Fig. 1: metal 1
Drawn at 4 px/um. Cells faint in the background.
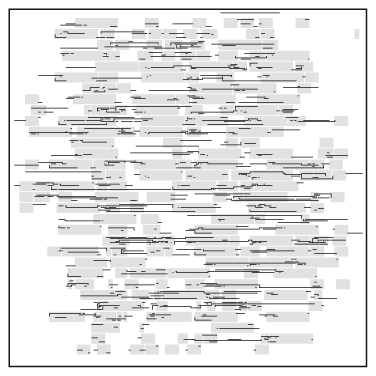
Fig. 2: signal wires on met2
Drawn at 6 px/um.
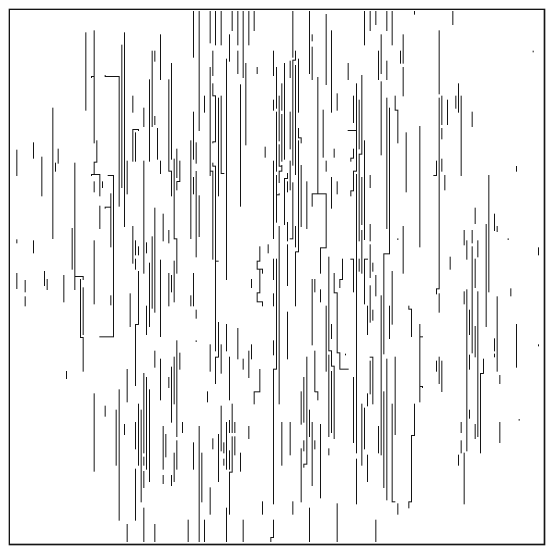
Fig. 3: signal wires on met3
Drawn at 3 px/um. Cells faint in the background.
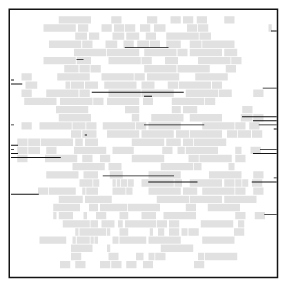
### src/rtl/instr_encoder_fifo_if.sv
// Request/response bundle for the instruction encoder FIFO.
// The master drives field requests and the decode-side ready. The slave (the encoder) returns the words and status.
interface instr_encoder_fifo_if #(
  parameter int AW = 2
);
  logic        i_Valid;
  logic        o_Ready;
  logic        i_Mode;
  logic [4:0]  i_Opcode;
  logic [2:0]  i_R1;
  logic [2:0]  i_R2;
  logic [11:0] i_Imm12;
  logic [15:0] o_Instr;
  logic        o_InstrValid;
  logic        i_InstrReady;
  logic [AW:0] o_Count;
  logic        o_Err;

  modport slave (
    input  i_Valid, i_Mode, i_Opcode, i_R1, i_R2, i_Imm12, i_InstrReady,
    output o_Ready, o_Instr, o_InstrValid, o_Count, o_Err
  );

  modport master (
    output i_Valid, i_Mode, i_Opcode, i_R1, i_R2, i_Imm12, i_InstrReady,
    input  o_Ready, o_Instr, o_InstrValid, o_Count, o_Err
  );
endinterface

### src/rtl/instr_encoder_fifo.sv
// Packs field-level instruction requests into 16-bit words and queues them for the decode stage.
// Define INSTR_ENC_OPCHECK_EN to drop REG-mode requests with opcode >= 21 and pulse o_Err for them.
module instr_encoder_fifo #(
  parameter int DEPTH = 4,
  parameter int AW    = 2
) (
  input  logic                i_CLK,
  input  logic                i_RST,
  instr_encoder_fifo_if.slave bus
);
  localparam logic [AW:0] FULL_CNT = (AW+1)'(DEPTH);

  logic [15:0]   mem_q [DEPTH];
  logic [AW-1:0] wr_ptr_q;
  logic [AW-1:0] rd_ptr_q;
  logic [AW:0]   count_q;
  logic [AW:0]   count_d;
  logic          ready_q;
  logic          valid_q;
  logic          push_fire;
  logic          pop_fire;
  logic          wr_en;
  logic          illegal_op;
  logic [15:0]   packed_word;

  always_comb begin
    if (bus.i_Mode)
      packed_word = {1'b1, bus.i_R1, bus.i_Imm12};
    else
      packed_word = {1'b0, bus.i_Opcode, bus.i_R1, bus.i_R2, 4'b0000};
  end

`ifdef INSTR_ENC_OPCHECK_EN
  logic err_q;
  assign illegal_op = !bus.i_Mode && (bus.i_Opcode >= 5'd21);

  always_ff @(posedge i_CLK or posedge i_RST) begin
    if (i_RST) err_q <= 1'b0;
    else       err_q <= push_fire && illegal_op;
  end
  assign bus.o_Err = err_q;
`else
  assign illegal_op = 1'b0;
  assign bus.o_Err  = 1'b0;
`endif

  // A rejected request still completes its handshake, it just never lands in the buffer.
  assign push_fire = bus.i_Valid && ready_q;
  assign wr_en     = push_fire && !illegal_op;
  assign pop_fire  = valid_q && bus.i_InstrReady;
  assign count_d   = count_q + {{AW{1'b0}}, wr_en} - {{AW{1'b0}}, pop_fire};

  always_ff @(posedge i_CLK or posedge i_RST) begin
    if (i_RST) begin
      wr_ptr_q <= '0;
      rd_ptr_q <= '0;
      count_q  <= '0;
      ready_q  <= 1'b0;
      valid_q  <= 1'b0;
    end else begin
      count_q <= count_d;
      ready_q <= (count_d != FULL_CNT);
      valid_q <= (count_d != '0);
      if (wr_en)    wr_ptr_q <= wr_ptr_q + AW'(1);
      if (pop_fire) rd_ptr_q <= rd_ptr_q + AW'(1);
    end
  end

  // Storage is not reset; the pointers alone decide what is live.
  always_ff @(posedge i_CLK) begin
    if (wr_en) mem_q[wr_ptr_q] <= packed_word;
  end

  assign bus.o_Ready      = ready_q;
  assign bus.o_InstrValid = valid_q;
  assign bus.o_Count      = count_q;
  assign bus.o_Instr      = valid_q ? mem_q[rd_ptr_q] : 16'h0000;
endmodule

### src/flat_wrapper.sv
// flat-port wrapper written by rule: the top's interface ports become plain ports
module instr_encoder_fifo_flat 
#(
  parameter int DEPTH = 4,
  parameter int AW    = 2
)
  (i_CLK, i_RST, bus_i_Valid, bus_i_Mode, bus_i_Opcode, bus_i_R1, bus_i_R2, bus_i_Imm12, bus_i_InstrReady, bus_o_Ready, bus_o_Instr, bus_o_InstrValid, bus_o_Count, bus_o_Err);
  instr_encoder_fifo_if #(.AW(AW)) bus_i ();
  input  logic i_CLK;
  input  logic i_RST;
  input wire logic [$bits(bus_i.i_Valid)-1:0] bus_i_Valid;
  input wire logic [$bits(bus_i.i_Mode)-1:0] bus_i_Mode;
  input wire logic [$bits(bus_i.i_Opcode)-1:0] bus_i_Opcode;
  input wire logic [$bits(bus_i.i_R1)-1:0] bus_i_R1;
  input wire logic [$bits(bus_i.i_R2)-1:0] bus_i_R2;
  input wire logic [$bits(bus_i.i_Imm12)-1:0] bus_i_Imm12;
  input wire logic [$bits(bus_i.i_InstrReady)-1:0] bus_i_InstrReady;
  output wire logic [$bits(bus_i.o_Ready)-1:0] bus_o_Ready;
  output wire logic [$bits(bus_i.o_Instr)-1:0] bus_o_Instr;
  output wire logic [$bits(bus_i.o_InstrValid)-1:0] bus_o_InstrValid;
  output wire logic [$bits(bus_i.o_Count)-1:0] bus_o_Count;
  output wire logic [$bits(bus_i.o_Err)-1:0] bus_o_Err;
  assign bus_i.i_Valid = bus_i_Valid;
  assign bus_i.i_Mode = bus_i_Mode;
  assign bus_i.i_Opcode = bus_i_Opcode;
  assign bus_i.i_R1 = bus_i_R1;
  assign bus_i.i_R2 = bus_i_R2;
  assign bus_i.i_Imm12 = bus_i_Imm12;
  assign bus_i.i_InstrReady = bus_i_InstrReady;
  assign bus_o_Ready = bus_i.o_Ready;
  assign bus_o_Instr = bus_i.o_Instr;
  assign bus_o_InstrValid = bus_i.o_InstrValid;
  assign bus_o_Count = bus_i.o_Count;
  assign bus_o_Err = bus_i.o_Err;
  instr_encoder_fifo #(.DEPTH(DEPTH), .AW(AW)) u_core (.i_CLK(i_CLK), .i_RST(i_RST), .bus(bus_i));
endmodule
### config.mk
export PLATFORM = sky130hd
export DESIGN_NAME = instr_encoder_fifo_flat
export DESIGN_NICKNAME = d
export VERILOG_FILES = /design/src/rtl/instr_encoder_fifo_if.sv /design/src/rtl/instr_encoder_fifo.sv /design/src/flat_wrapper.sv
export SDC_FILE = /design/constraint.sdc
export NUM_CORES = 1
export LEC_CHECK = 0
export CORE_MARGIN = 1.5
export CORE_UTILIZATION = 43
export CTS_CLUSTER_DIAMETER = 100
export CTS_CLUSTER_SIZE = 24
export DETAILED_ROUTE_END_ITERATION = 6
export PLACE_DENSITY = 0.66
export SLEW_MARGIN = 15
export SYNTH_ARGS = -nofsm -noshare
export SYNTH_HDL_FRONTEND = slang
export SYNTH_SLANG_ARGS = --single-unit
export TNS_END_PERCENT = 50
### constraint.sdc
create_clock -name i_CLK -period 3.1 [get_ports i_CLK]
set_input_delay 0.62 -clock i_CLK [delete_from_list [all_inputs] [get_ports i_CLK]]
set_output_delay 0.62 -clock i_CLK [all_outputs]
set_load 0.03 [all_outputs]
==> job_summary.md <==
### Flow metrics

| Metric | Value |
|---|---|
| Status | `complete, no violations` |
| CP arrival | `2.25 ns` |
| Met2 wire len | `2.81 mm` |
| Wirelength per Cell | `15.5 um` |
| Cell Pwr Density | `roughly 1000 nW/um^2` |
| Dominant combinational family | `multiplexers` |
| Starting DRT DRC Count | `slightly above 80` |
| Fp util | `0.440` |
| Post-Route WL | `5.23 mm` |
| CTS Buffer Depth | `2` |
| Antenna-violating nets left | `0` |
| Total stage count of the critical path | `3` |
| Post-synthesis cell type with the largest instance count | `edfxtp_1` |
| Register-to-Register Path Depth | `7` |
| Mapped cell area | `3180 um^2` |
| Tapcells | `approximately 100` |
| Critical Path Source Type | `flop` |
| Worst Setup EP | `bus_o_Instr[14]` |
| Achievable Freq | `around 0.35 GHz` |
| Tmin final | `between 2 and 3 ns` |
| Unrepaired setup endpoints after global routing | `no` |
| Remaining global-route overflow | `0` |
| Xor/xnor share | `0.0154` |
| Share of layout cells above drive strength 1 | `0.176` |
About Fig. 1:
nets with wire on the layer: 240
share of all routed wire: 42%
longest straight run: 28.5 um
main direction: horizontal

About Fig. 2:
wire length on this layer: 2,810 um
main direction: vertical
longest straight run: 46.4 um
share of all routed wire: 54%
nets with wire on the layer: 233

About Fig. 3:
longest straight run: 30.4 um
share of all routed wire: 3.8%

[sequential cells by signal, summed over array words and instances, names as in the netlist]
register and count:
u_core.bus.o_Ready 1, u_core.mem_q 64, u_core.bus.o_Count 3, u_core.wr_ptr_q 2
u_core.rd_ptr_q 2, u_core.bus.o_InstrValid 1
[report_power, final]
group / switching (uW) / total, uW / internal, uW
Sequential: 188 / 1500 / 1310
Clock: 345 / 879 / 534
Combinational: 871 / 1630 / 755
[per-stage QoR]
stage	area [um^2]	hold WS (ns)	instances
global route	3960	0.544	338
global placement	3720	0.502	322
CTS	3960	0.526	338
finish	3960	0.519	338
detailed placement	3720	0.514	322
floorplan	3180	0.448	179
No activity file was given, so power comes from the tool's default toggle rates.
